$ cat config.mk
export PLATFORM = sky130hd
export DESIGN_NAME = hd44780_sink_flat
export DESIGN_NICKNAME = d
export VERILOG_FILES = /design/src/rtl/hd44780_sink_if.sv /design/src/rtl/hd44780_sink.sv /design/src/flat_wrapper.sv
export SDC_FILE = /design/constraint.sdc
export NUM_CORES = 1
export LEC_CHECK = 0
export CORE_MARGIN = 5
export CORE_UTILIZATION = 25
export CTS_BUF_LIST = sky130_fd_sc_hd__clkbuf_2
export CTS_CLUSTER_DIAMETER = 80
export DETAILED_ROUTE_END_ITERATION = 6
export SYNTH_ARGS = -nofsm -noshare
export SYNTH_HDL_FRONTEND = slang
export SYNTH_SLANG_ARGS = --single-unit
$ cat constraint.sdc
create_clock -name clk -period 2.5 [get_ports clk]
set_clock_uncertainty 0.05 [all_clocks]
set_input_delay 0.5 -clock clk [delete_from_list [all_inputs] [get_ports clk]]
set_output_delay 0.5 -clock clk [all_outputs]
set_load 0.03 [all_outputs]
$ cat src/rtl/hd44780_sink_if.sv
// HD44780 4-bit write bus (e/rs/db) as seen between driver and panel.
// master drives the bus; slave is the panel-side receiver.
interface hd44780_sink_if;
  logic       e;
  logic       rs;
  logic [3:0] db;

  modport master (output e, rs, db);
  modport slave  (input  e, rs, db);
endinterface

$ cat src/rtl/hd44780_sink.sv
// Panel-side HD44780 4-bit write receiver: strobe detect, nibble assembly, decode.
// Optional busy model enabled with macro HD44780_SINK_BUSY_EN.
module hd44780_sink #(
  parameter int SYNC_STAGES = 2,
  parameter int E_MIN_HIGH  = 4,
  parameter int BUSY_CYCLES = 64
) (
  input  logic                 clk,
  input  logic                 rst,
  hd44780_sink_if.slave        lcd,
  output logic                 mode4,
  output logic                 byte_valid,
  output logic [7:0]           byte_out,
  output logic                 byte_rs,
  output logic                 ddram_we,
  output logic [6:0]           ddram_addr,
  output logic [7:0]           ddram_wdata,
  output logic [6:0]           addr,
  output logic                 clear_pulse,
  output logic                 busy,
  output logic                 err_busy
);

  localparam int HW = $clog2(E_MIN_HIGH + 1);
  localparam logic [HW-1:0] HI_MAX = HW'(E_MIN_HIGH);

  if (SYNC_STAGES < 2) begin : g_bad_sync
    $error("SYNC_STAGES must be at least 2");
  end
  if (BUSY_CYCLES < 1) begin : g_bad_busy
    $error("BUSY_CYCLES must be at least 1");
  end

  typedef enum logic [1:0] {
    INIT8  = 2'd0,
    NIB_HI = 2'd1,
    NIB_LO = 2'd2
  } state_t;

  logic [SYNC_STAGES-1:0]      e_sync_q, e_sync_d;
  logic [SYNC_STAGES-1:0]      rs_sync_q, rs_sync_d;
  logic [SYNC_STAGES-1:0][3:0] db_sync_q, db_sync_d;
  logic                        e_s, rs_s;
  logic [3:0]                  db_s;

  state_t        state_q, state_d;
  logic [HW-1:0] hi_cnt_q, hi_cnt_d;
  logic          rs_l_q, rs_l_d;
  logic [3:0]    db_l_q, db_l_d;
  logic [3:0]    hi_nib_q, hi_nib_d;
  logic          hi_rs_q, hi_rs_d;
  logic          id_q, id_d;
  logic [6:0]    ac_q, ac_d;
  logic          mode4_q, mode4_d;
  logic          byte_valid_q, byte_valid_d;
  logic [7:0]    byte_out_q, byte_out_d;
  logic          byte_rs_q, byte_rs_d;
  logic          ddram_we_q, ddram_we_d;
  logic [6:0]    ddram_addr_q, ddram_addr_d;
  logic [7:0]    ddram_wdata_q, ddram_wdata_d;
  logic          clear_pulse_q, clear_pulse_d;

  logic          strobe;
  logic          have_byte;
  logic          is_clear;
  logic [7:0]    byte_v;
  logic          brs;

  assign e_s  = e_sync_q[SYNC_STAGES-1];
  assign rs_s = rs_sync_q[SYNC_STAGES-1];
  assign db_s = db_sync_q[SYNC_STAGES-1];

  // Synchronizer shift chains for the asynchronous bus inputs.
  always_comb begin
    e_sync_d  = {e_sync_q[SYNC_STAGES-2:0], lcd.e};
    rs_sync_d = {rs_sync_q[SYNC_STAGES-2:0], lcd.rs};
    db_sync_d = {db_sync_q[SYNC_STAGES-2:0], lcd.db};
  end

  // Strobe detection, interface-mode FSM, byte assembly and decode.
  always_comb begin
    state_d       = state_q;
    hi_cnt_d      = hi_cnt_q;
    rs_l_d        = rs_l_q;
    db_l_d        = db_l_q;
    hi_nib_d      = hi_nib_q;
    hi_rs_d       = hi_rs_q;
    id_d          = id_q;
    ac_d          = ac_q;
    mode4_d       = mode4_q;
    byte_valid_d  = 1'b0;
    byte_out_d    = byte_out_q;
    byte_rs_d     = byte_rs_q;
    ddram_we_d    = 1'b0;
    ddram_addr_d  = ddram_addr_q;
    ddram_wdata_d = ddram_wdata_q;
    clear_pulse_d = 1'b0;
    strobe        = 1'b0;
    have_byte     = 1'b0;
    is_clear      = 1'b0;
    byte_v        = 8'h00;
    brs           = 1'b0;

    if (e_s) begin
      rs_l_d = rs_s;
      db_l_d = db_s;
      if (hi_cnt_q != HI_MAX) hi_cnt_d = hi_cnt_q + 1'b1;
    end else begin
      hi_cnt_d = '0;
      strobe   = (hi_cnt_q == HI_MAX);
    end

    if (strobe) begin
      unique case (state_q)
        INIT8: begin
          have_byte = 1'b1;
          byte_v    = {db_l_q, 4'b0000};
          brs       = rs_l_q;
          if (!brs && byte_v[7:5] == 3'b001 && !byte_v[4]) begin
            state_d = NIB_HI;
            mode4_d = 1'b1;
          end
        end
        NIB_HI: begin
          hi_nib_d = db_l_q;
          hi_rs_d  = rs_l_q;
          state_d  = NIB_LO;
        end
        NIB_LO: begin
          have_byte = 1'b1;
          byte_v    = {hi_nib_q, db_l_q};
          brs       = hi_rs_q;
          state_d   = NIB_HI;
          if (!brs && byte_v[7:5] == 3'b001 && byte_v[4]) begin
            state_d = INIT8;
            mode4_d = 1'b0;
          end
        end
        default: state_d = INIT8;
      endcase
    end

    if (have_byte) begin
      byte_valid_d = 1'b1;
      byte_out_d   = byte_v;
      byte_rs_d    = brs;
      unique case (1'b1)
        brs: begin
          ddram_we_d    = 1'b1;
          ddram_addr_d  = ac_q;
          ddram_wdata_d = byte_v;
          ac_d          = id_q ? ac_q + 7'd1 : ac_q - 7'd1;
        end
        (!brs && byte_v == 8'h01): begin
          ac_d          = 7'd0;
          id_d          = 1'b1;
          clear_pulse_d = 1'b1;
          is_clear      = 1'b1;
        end
        (!brs && byte_v[7:1] == 7'b0000001): ac_d = 7'd0;
        (!brs && byte_v[7:2] == 6'b000001):  id_d = byte_v[1];
        (!brs && byte_v[7]):                 ac_d = byte_v[6:0];
        default: ;
      endcase
    end
  end

  // State and registered outputs.
  always_ff @(posedge clk) begin
    if (rst) begin
      e_sync_q      <= '0;
      rs_sync_q     <= '0;
      db_sync_q     <= '0;
      state_q       <= INIT8;
      hi_cnt_q      <= '0;
      rs_l_q        <= 1'b0;
      db_l_q        <= 4'h0;
      hi_nib_q      <= 4'h0;
      hi_rs_q       <= 1'b0;
      id_q          <= 1'b1;
      ac_q          <= 7'd0;
      mode4_q       <= 1'b0;
      byte_valid_q  <= 1'b0;
      byte_out_q    <= 8'h00;
      byte_rs_q     <= 1'b0;
      ddram_we_q    <= 1'b0;
      ddram_addr_q  <= 7'd0;
      ddram_wdata_q <= 8'h00;
      clear_pulse_q <= 1'b0;
    end else begin
      e_sync_q      <= e_sync_d;
      rs_sync_q     <= rs_sync_d;
      db_sync_q     <= db_sync_d;
      state_q       <= state_d;
      hi_cnt_q      <= hi_cnt_d;
      rs_l_q        <= rs_l_d;
      db_l_q        <= db_l_d;
      hi_nib_q      <= hi_nib_d;
      hi_rs_q       <= hi_rs_d;
      id_q          <= id_d;
      ac_q          <= ac_d;
      mode4_q       <= mode4_d;
      byte_valid_q  <= byte_valid_d;
      byte_out_q    <= byte_out_d;
      byte_rs_q     <= byte_rs_d;
      ddram_we_q    <= ddram_we_d;
      ddram_addr_q  <= ddram_addr_d;
      ddram_wdata_q <= ddram_wdata_d;
      clear_pulse_q <= clear_pulse_d;
    end
  end

  assign mode4       = mode4_q;
  assign byte_valid  = byte_valid_q;
  assign byte_out    = byte_out_q;
  assign byte_rs     = byte_rs_q;
  assign ddram_we    = ddram_we_q;
  assign ddram_addr  = ddram_addr_q;
  assign ddram_wdata = ddram_wdata_q;
  assign addr        = ac_q;
  assign clear_pulse = clear_pulse_q;

`ifdef HD44780_SINK_BUSY_EN
  localparam int BW = $clog2(4 * BUSY_CYCLES + 1);
  localparam logic [BW-1:0] BUSY_LD = BW'(BUSY_CYCLES);
  localparam logic [BW-1:0] CLR_LD  = BW'(4 * BUSY_CYCLES);

  logic [BW-1:0] busy_cnt_q, busy_cnt_d;
  logic          err_busy_q, err_busy_d;

  // Busy countdown, reloaded by every byte; Clear holds it four times longer.
  always_comb begin
    busy_cnt_d = (busy_cnt_q != '0) ? busy_cnt_q - 1'b1 : busy_cnt_q;
    err_busy_d = err_busy_q;
    if (strobe && busy_cnt_q != '0) err_busy_d = 1'b1;
    if (have_byte) busy_cnt_d = is_clear ? CLR_LD : BUSY_LD;
  end

  // Busy counter and sticky error flag.
  always_ff @(posedge clk) begin
    if (rst) begin
      busy_cnt_q <= '0;
      err_busy_q <= 1'b0;
    end else begin
      busy_cnt_q <= busy_cnt_d;
      err_busy_q <= err_busy_d;
    end
  end

  assign busy     = (busy_cnt_q != '0);
  assign err_busy = err_busy_q;
`else
  assign busy     = 1'b0;
  assign err_busy = 1'b0;
`endif

endmodule

$ cat src/flat_wrapper.sv
// flat-port wrapper written by rule: the top's interface ports become plain ports
module hd44780_sink_flat 
#(
  parameter int SYNC_STAGES = 2,
  parameter int E_MIN_HIGH  = 4,
  parameter int BUSY_CYCLES = 64
)
  (clk, rst, mode4, byte_valid, byte_out, byte_rs, ddram_we, ddram_addr, ddram_wdata, addr, clear_pulse, busy, err_busy, lcd_e, lcd_rs, lcd_db);
  hd44780_sink_if lcd_i ();
  input  logic clk;
  input  logic rst;
  output logic mode4;
  output logic byte_valid;
  output logic [7:0] byte_out;
  output logic byte_rs;
  output logic ddram_we;
  output logic [6:0] ddram_addr;
  output logic [7:0] ddram_wdata;
  output logic [6:0] addr;
  output logic clear_pulse;
  output logic busy;
  output logic err_busy;
  input wire logic [$bits(lcd_i.e)-1:0] lcd_e;
  input wire logic [$bits(lcd_i.rs)-1:0] lcd_rs;
  input wire logic [$bits(lcd_i.db)-1:0] lcd_db;
  assign lcd_i.e = lcd_e;
  assign lcd_i.rs = lcd_rs;
  assign lcd_i.db = lcd_db;
  hd44780_sink #(.SYNC_STAGES(SYNC_STAGES), .E_MIN_HIGH(E_MIN_HIGH), .BUSY_CYCLES(BUSY_CYCLES)) u_core (.clk(clk), .rst(rst), .lcd(lcd_i), .mode4(mode4), .byte_valid(byte_valid), .byte_out(byte_out), .byte_rs(byte_rs), .ddram_we(ddram_we), .ddram_addr(ddram_addr), .ddram_wdata(ddram_wdata), .addr(addr), .clear_pulse(clear_pulse), .busy(busy), .err_busy(err_busy));
endmodule
Figure 1. Metal 1 (run 1).
Supply wires on this layer in grey. Cells faint in the background.
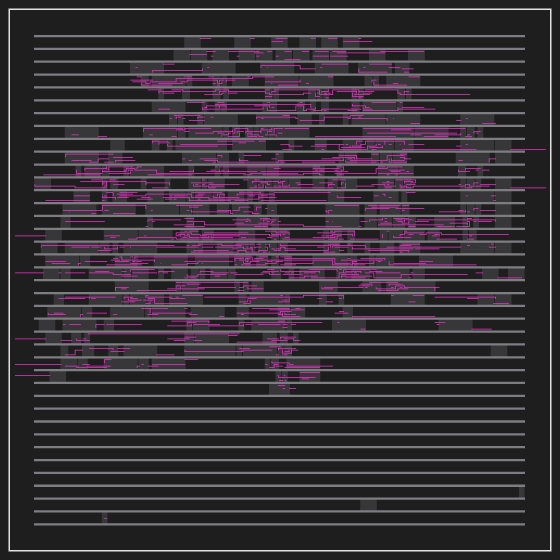
The longest straight run is 32.0 µm. The layer carries 3,100 µm of wire.
via count: 2,280
total wire length: 6490 µm
met1 usage: 13.5%

Figure 2. Nets reached from selected ports (run 1).
The bar under the picture is 20 µm long.
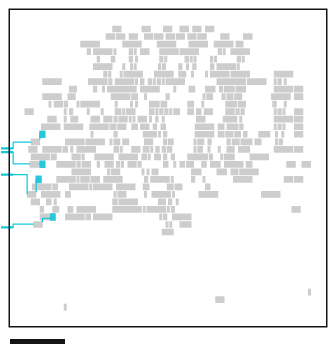
Key: cyan = lcd_db [bits 4, direction input, end cells 4, buffers 4, wire 53.6 µm]
num ports: 45
Port Buffer Count: 42

Figure 3. Track usage over the die (run 1).
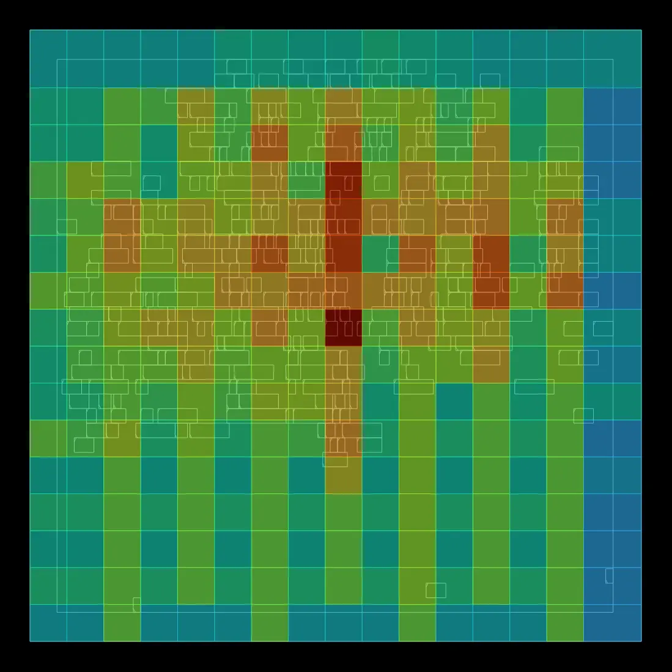
Finished Core Util: 32.3%
GR Util met2: 16.3%
DR WL/cell: 13.1 µm

==> qor.csv, run 1 <==
metric,value,unit
initial antenna violation count,0,
ao+oa area frac,15.5,%
Max Freq,0.438,GHz
area fraction of the dominant cell type after synthesis,46.4,%
fin crit period,2280,ps
routed vias/inst,4.60,
Max VDD drop,0.240,mV
CTS root buf,clkbuf_2,
flop-to-flop setup slack,220,ps
vias in the first global route,2210,
HPWL Detailed,4710,µm
P_seq,0.00102,W
Post-Place Cells,480,
CTS sink count,63,
Multiplexer share,6.81,%
pwr dens,560,mW/mm²
CTS tree,yes,
Flop pwr share,52.7,%
"Adder Share, Synth",3.96,%
Relative slew margins,57.7,%
CTS Buf Count,9,
met3 usage,3.59,%
period utilization,91.4,%
final setup fails,0,
fin. max-slew vios,0,
"Max FO, Critical Path",5,
Hold Crit Start,rst,
Design Power,0.00194,W
Slew @ Worst Pin,632,ps
count of TritonRoute iterations in the first routing pass,4,
Synth Seq Share,46.4,%
worst hold stages,3,
final worst slack,216,ps
fin area,0.00347,mm²
layer with the highest usage,met2,
Flops after synth,63,
leakage,1.25,nW
die area,0.0131,mm²
critical path type,reg -> out,
worst-path cell chain,buf_4 > clkdlybuf4s50_1,
Iter 0 DRT Violations,124,
Die X,114,µm
kind of end point of the critical path,output port,
Top cells excl fill/tap,"63 x dfxtp_1, 51 x nand2_1, 41 x clkdlybuf4s50_1, 33 x nor2_1, 33 x a21oi_1",
Max-Cap Viols,0,
switching power,0.000451,W
"CTS clk-pin slew, worst paths",190,ps
core area,0.0107,mm²
power share of the clock group,44.1,%
GP Congestion,0.842,
nets,367,
WP buf/inv,2,
FF-to-FF Start,u_core.id_q,
RSZ-0062 raised after global routing,false,
pin count of the biggest net entering global routing,53,
num rows,38,
predominant post-synthesis flop cell,dfxtp_1,
Switching Fraction,23.2,%
CTS resizes,0,
"Cell Count, Final, Fillers Out",496,
and+or+nand+nor area frac,21.3,%
P_clk,0.000856,W
Cell area leaders,"dfxtp_1 46%, nand2_1 7.0%, mux2i_1 6.3%, a21oi_1 6.1%, nor2_1 4.6%",
yosys stat area,0.00272,mm²
Top cell excl fill/tap,dfxtp_1,
number of synthesized flops with an enable pin,0,
CTS H-tree lvls,3,
setup TNS,0,ps
GR Util All Layers,10.4,%
Critical Path Start Type,register,
Area growth syn-to-layout,27.5,%
number of warnings issued by yosys,0,
# diodes,0,
cts hold-fix bufs,0,
floorplan core density,25.3,%
first-pass GRT wire length,10800,µm
Post-DP Area,0.00329,mm²
asr flop ratio synth,0,%
clock latency on the worst-skew pair,510,ps
FF-to-FF path depth,7,
Log Warnings,27,
Worst Path Required,1950,ps
Post-CTS Setup Bufs,0,
Slowest cell on crit path,clkdlybuf4s50_1,
number of hold violations in the final report,0,
clk buf depth,2,
CP top delay family,buffers and inverters,
Hold Crit Class,in -> reg,
Synth Area per Inst,8.86,µm²
reg2reg end,u_core.addr[6],
Pint,0.00149,W
arrival time worst endpoint,1730,ps
Die H,114,µm
status,"finished, final reports clean",
Post-Synthesis Cells,307,
Crit path largest cell delay,680,ps
ANT nets after route,0,
pre-CTS setup slack,94.1,ps
DRC,0,
Yosys Instances,307,
Top Consumer,sequential cells,
total gr overflow,0,
xor/xnor share,1.61,%
Hold WS,267,ps
comb pwr,0.0000625,W
Synth cell types,46,
Synth logic family,simple AND/OR/NAND/NOR gates,
Gate power share,3.2,%
Post-Syn Area,0.00272,mm²
layout cells sized above 1,10.4,%
hold path endpoint,u_core.addr[2],
cell type with the largest total area,dfxtp_1,
==> run 1: registers in the layout, summed over array words and instances, names as in the netlist, 3 cells and up <==
| register | count |
|---|---|
| u_core.addr | 7 |
| u_core.db_l_q | 4 |
| u_core.byte_out | 8 |
| u_core.hi_cnt_q | 3 |
| u_core.hi_nib_q | 4 |
| u_core.ddram_wdata | 8 |
| u_core.ddram_addr | 7 |
| u_core.db_sync_d | 4 |
| u_core.db_s | 4 |
==> run 1: cell usage after synthesis (2+ instances only) <==
master     count
a2111oi_0      2
a21o_1         3
a21oi_1       33
a32oi_1        2
and2_1         2
and3_1         3
buf_4          4
clkbuf_1      13
dfxtp_1       63
ha_1           7
inv_1          6
mux2i_1       17
nand2_1       51
nand3_1        5
nand3b_1       2
nor2_1        33
nor2b_1       12
nor3_1         4
nor4_1         3
o21a_1         5
o21ai_0        3
o221a_2        6
or3_1          2
xnor2_1        2
xor2_1         3
==> run 1: cell type report <==
class	instances	area, µm²
clock buffers	9	45.0
clock inverters	7	128
fillers	1173	7280
inverters	6	22.5
multi-input cells	220	1350
flip-flops and latches	63	1260
well taps	140	175
repair buffers	51	483
==> run 1: layer usage <==
metal / wire length [µm] / up-vias
met3: 308 / 9
met2: 3010 / 51
met4: 64 / 0
met5: 0 / -
li1: - / 1143
met1: 3100 / 1077
==> run 1: how the worst max path moves through the flow <==
stage          slack, ps  depth (start not counted)            from        endpoint
6_report             220                          2  u_core.addr[0]         addr[0]
5_1_grt               20                          7     u_core.id_q  u_core.addr[6]
4_1_cts               60                          7     u_core.id_q  u_core.addr[6]
3_5_place_dp          90                          7     u_core.id_q  u_core.addr[6]
3_3_place_gp         180                          7     u_core.id_q  u_core.addr[6]
2_1_floorplan        210                          6  u_core.addr[0]  u_core.addr[6]
Figure 4. Signal wires on met2 (run 1).
Cells faint in the background.
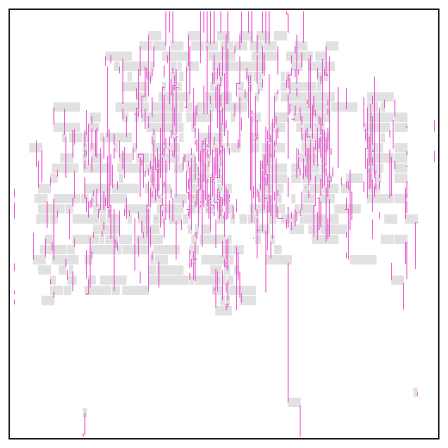

--- run 2 (diff from run 1) ---
--- a/config.mk
+++ b/config.mk
@@ -10,6 +10,7 @@
 export CTS_BUF_LIST = sky130_fd_sc_hd__clkbuf_2
 export CTS_CLUSTER_DIAMETER = 80
 export DETAILED_ROUTE_END_ITERATION = 6
+export MAX_ROUTING_LAYER = met4
 export SYNTH_ARGS = -nofsm -noshare
 export SYNTH_HDL_FRONTEND = slang
 export SYNTH_SLANG_ARGS = --single-unit
Figure 5. Signal wires on met2 (run 2).
Cells faint in the background.
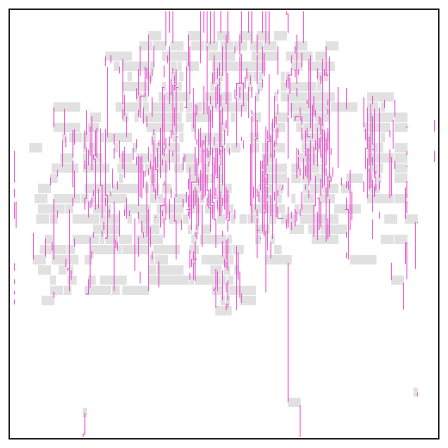
The layer holds 46% of the routed length. 303 nets have wire on it. The wires run mostly vertical. The longest straight run is 37.1 µm. The layer carries 2,990 µm of wire.
total wire length: 6460 µm
GR Util met2: 16.3%
via count: 2,256

Figure 6. Nets reached from selected ports (run 2).
The bar under the picture is 20 µm long.
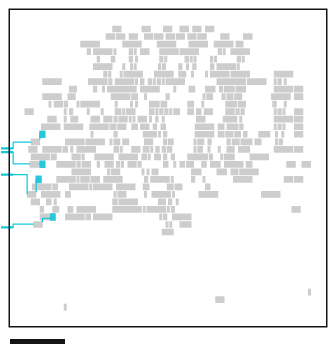
Key: cyan = lcd_db [bits 4, direction input, end cells 4, buffers 4, wire 53.6 µm]

Figure 7. Sequential cells coloured by netlist name (run 2).
Other sequential cells in the stronger grey, the rest of the logic in the fainter grey.
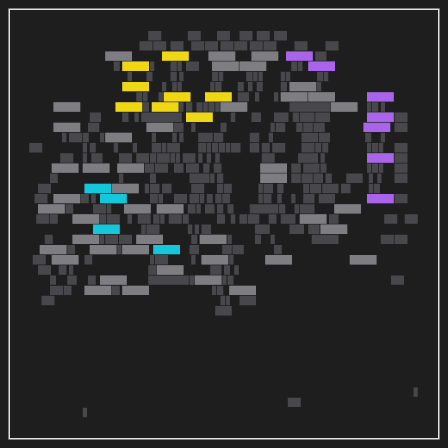
Key: yellow = u_core.byte_out [sequential cells 8]; purple = u_core.ddram_addr [sequential cells 7, where top right]; cyan = u_core.db_l_q [sequential cells 4, where left middle]
Another 44 sequential cells are not coloured.
flop share of the area: 36.4%
P_seq: 0.00102 W

==> run 2 against run 1 <==
- first-iteration DRC count is 2.4% higher
- core utilization stayed put
- combinational power hardly changed
- sequential power hardly changed
- non-clock buffer count stayed put
- clock power is 0.5% lower
- global-route usage is 0.31 points higher
- worst hold slack better by 12 ps
- largest cell class unchanged
==> qor.csv, run 2 <==
metric,value,unit
Max-Cap Viols,0,
Synth Area per Inst,8.86,µm²
Slew @ Worst Pin,629,ps
hold path endpoint,u_core.addr[2],
GP Congestion,0.855,
switching power,0.000447,W
cell type with the largest total area,dfxtp_1,
number of warnings issued by yosys,0,
period utilization,91.2,%
worst hold stages,3,
Top cells excl fill/tap,"63 x dfxtp_1, 51 x nand2_1, 41 x clkdlybuf4s50_1, 33 x nor2_1, 33 x a21oi_1",
num ports,45,
Cell area leaders,"dfxtp_1 46%, nand2_1 7.0%, mux2i_1 6.3%, a21oi_1 6.1%, nor2_1 4.6%",
layout cells sized above 1,10.4,%
CTS H-tree lvls,3,
routed vias/inst,4.55,
Hold Crit Class,in -> reg,
critical path type,reg -> reg,
WP buf/inv,1,
"Max FO, Critical Path",10,
yosys stat area,0.00272,mm²
Area growth syn-to-layout,27.5,%
total gr overflow,0,
Post-Place Cells,480,
FF-to-FF path depth,7,
final setup fails,0,
Die X,114,µm
Design Power,0.00194,W
CTS sink count,63,
HPWL Detailed,4710,µm
Crit path largest cell delay,470,ps
initial antenna violation count,0,
kind of end point of the critical path,register,
CTS tree,yes,
die area,0.0131,mm²
Top cell excl fill/tap,dfxtp_1,
Die H,114,µm
Yosys Instances,307,
Critical Path Start Type,register,
Log Warnings,27,
vias in the first global route,2206,
Post-CTS Setup Bufs,0,
final worst slack,220,ps
fillers,1173,
pre-CTS setup slack,94.1,ps
area fraction of the dominant cell type after synthesis,46.4,%
status,"finished, final reports clean",
Flops after synth,63,
RSZ-0062 raised after global routing,false,
Worst Path Required,2900,ps
Post-DP Area,0.00329,mm²
top cells by count,"63 x dfxtp_1, 51 x nand2_1, 33 x a21oi_1, 33 x nor2_1, 17 x mux2i_1",
fin area,0.00347,mm²
Synth Seq Share,46.4,%
setup TNS,0,ps
number of synthesized flops with an enable pin,0,
DRC,0,
num rows,38,
Switching Fraction,23.0,%
CTS Buf Count,9,
pin count of the biggest net entering global routing,53,
GR Util All Layers,10.7,%
Hold Crit Start,rst,
FF-to-FF Start,u_core.id_q,
Comb area,0.00135,mm²
Slowest cell on crit path,fa_1,
number of hold violations in the final report,0,
CTS root buf,clkbuf_2,
"CTS clk-pin slew, worst paths",190,ps
power share of the clock group,44.0,%
worst-path cell chain,inv_1 > fa_1 > a211o_1 > and4_1 > a2111oi_2 > mux2i_1 > o211a_1,
Port Buffer Count,42,
Pint,0.00149,W
Flop pwr share,52.8,%
core area,0.0107,mm²
arrival time worst endpoint,2680,ps
Finished Core Util,32.3,%
Top Consumer,sequential cells,
"Cell Count, Final, Fillers Out",496,
fin crit period,2280,ps
leakage,1.25,nW
CTS resizes,0,
Iter 0 DRT Violations,127,
# diodes,0,
Reg area,0.00126,mm²
Synth cell types,46,
first-pass GRT wire length,10800,µm
clk buf depth,2,
Hold WS,279,ps
fin. max-slew vios,0,
nets,367,
P_clk,0.000852,W
Gate power share,3.2,%
Synth top cell by count,dfxtp_1,
ANT nets after route,0,
Post-Synthesis Cells,307,
pwr dens,559,mW/mm²
floorplan core density,25.3,%
reg2reg end,u_core.addr[6],
flop-to-flop setup slack,220,ps
Max Freq,0.439,GHz
clock latency on the worst-skew pair,500,ps
DR WL/cell,13.0,µm
CP top delay family,AND-OR/OR-AND gates,
cts hold-fix bufs,0,
Max VDD drop,0.239,mV
Post-Syn Area,0.00272,mm²
comb pwr,0.0000626,W
asr flop ratio synth,0,%
count of TritonRoute iterations in the first routing pass,4,
predominant post-synthesis flop cell,dfxtp_1,
Relative slew margins,57.9,%
run 2: cell counts in the layout (fill, tap and decap cells not counted):
Identical to the previous run, type by type.
run 2: final cells by class:
class	instances	share of cell area, %
inverters	6	0.650
flip-flops and latches	63	36.4
multi-input cells	220	39.0
clock inverters	7	3.68
repair buffers	51	13.9
clock buffers	9	1.30
well taps	140	5.05
run 2: tightest hold or removal path, stage by stage:
cell     delay, ps
buf_2           90
inv_1           80
o221a_2        140
run 2: how the worst max path moves through the flow:
stage | start | endpoint | cells past startpoint
floorplan | u_core.addr[0] | u_core.addr[6] | 6
global placement | u_core.id_q | u_core.addr[6] | 7
detailed placement | u_core.id_q | u_core.addr[6] | 7
CTS | u_core.id_q | u_core.addr[6] | 7
global route | u_core.id_q | u_core.addr[6] | 7
finish | u_core.id_q | u_core.addr[6] | 7
run 2: cells by family (layout without fill, tap and decap cells):
| family | Yosys count | count (layout) | share of synthesized area [%] |
|---|---|---|---|
| other | 1 | 2 | 0.138 |
| AOI/OAI and AO/OA | 62 | 62 | 15.5 |
| adders and majority gates | 8 | 8 | 3.96 |
| DFF | 63 | 63 | 46.4 |
| buffers and inverters | 25 | 73 | 4.32 |
| muxes | 18 | 18 | 6.81 |
| and+or+nand+nor | 125 | 125 | 21.3 |
| xor gates and xnor gates | 5 | 5 | 1.61 |
run 2: metal layers:
metal / vias up / track usage (%) / share of wire [%]
li1: 1143 / - / -
met2: 50 / 16.3 / 46
met4: 0 / 2.85 / 0.76
met3: 8 / 3.54 / 5.5
met1: 1055 / 13.6 / 47
met5: - / - / 0
Power is estimated from default activity; no workload was simulated.
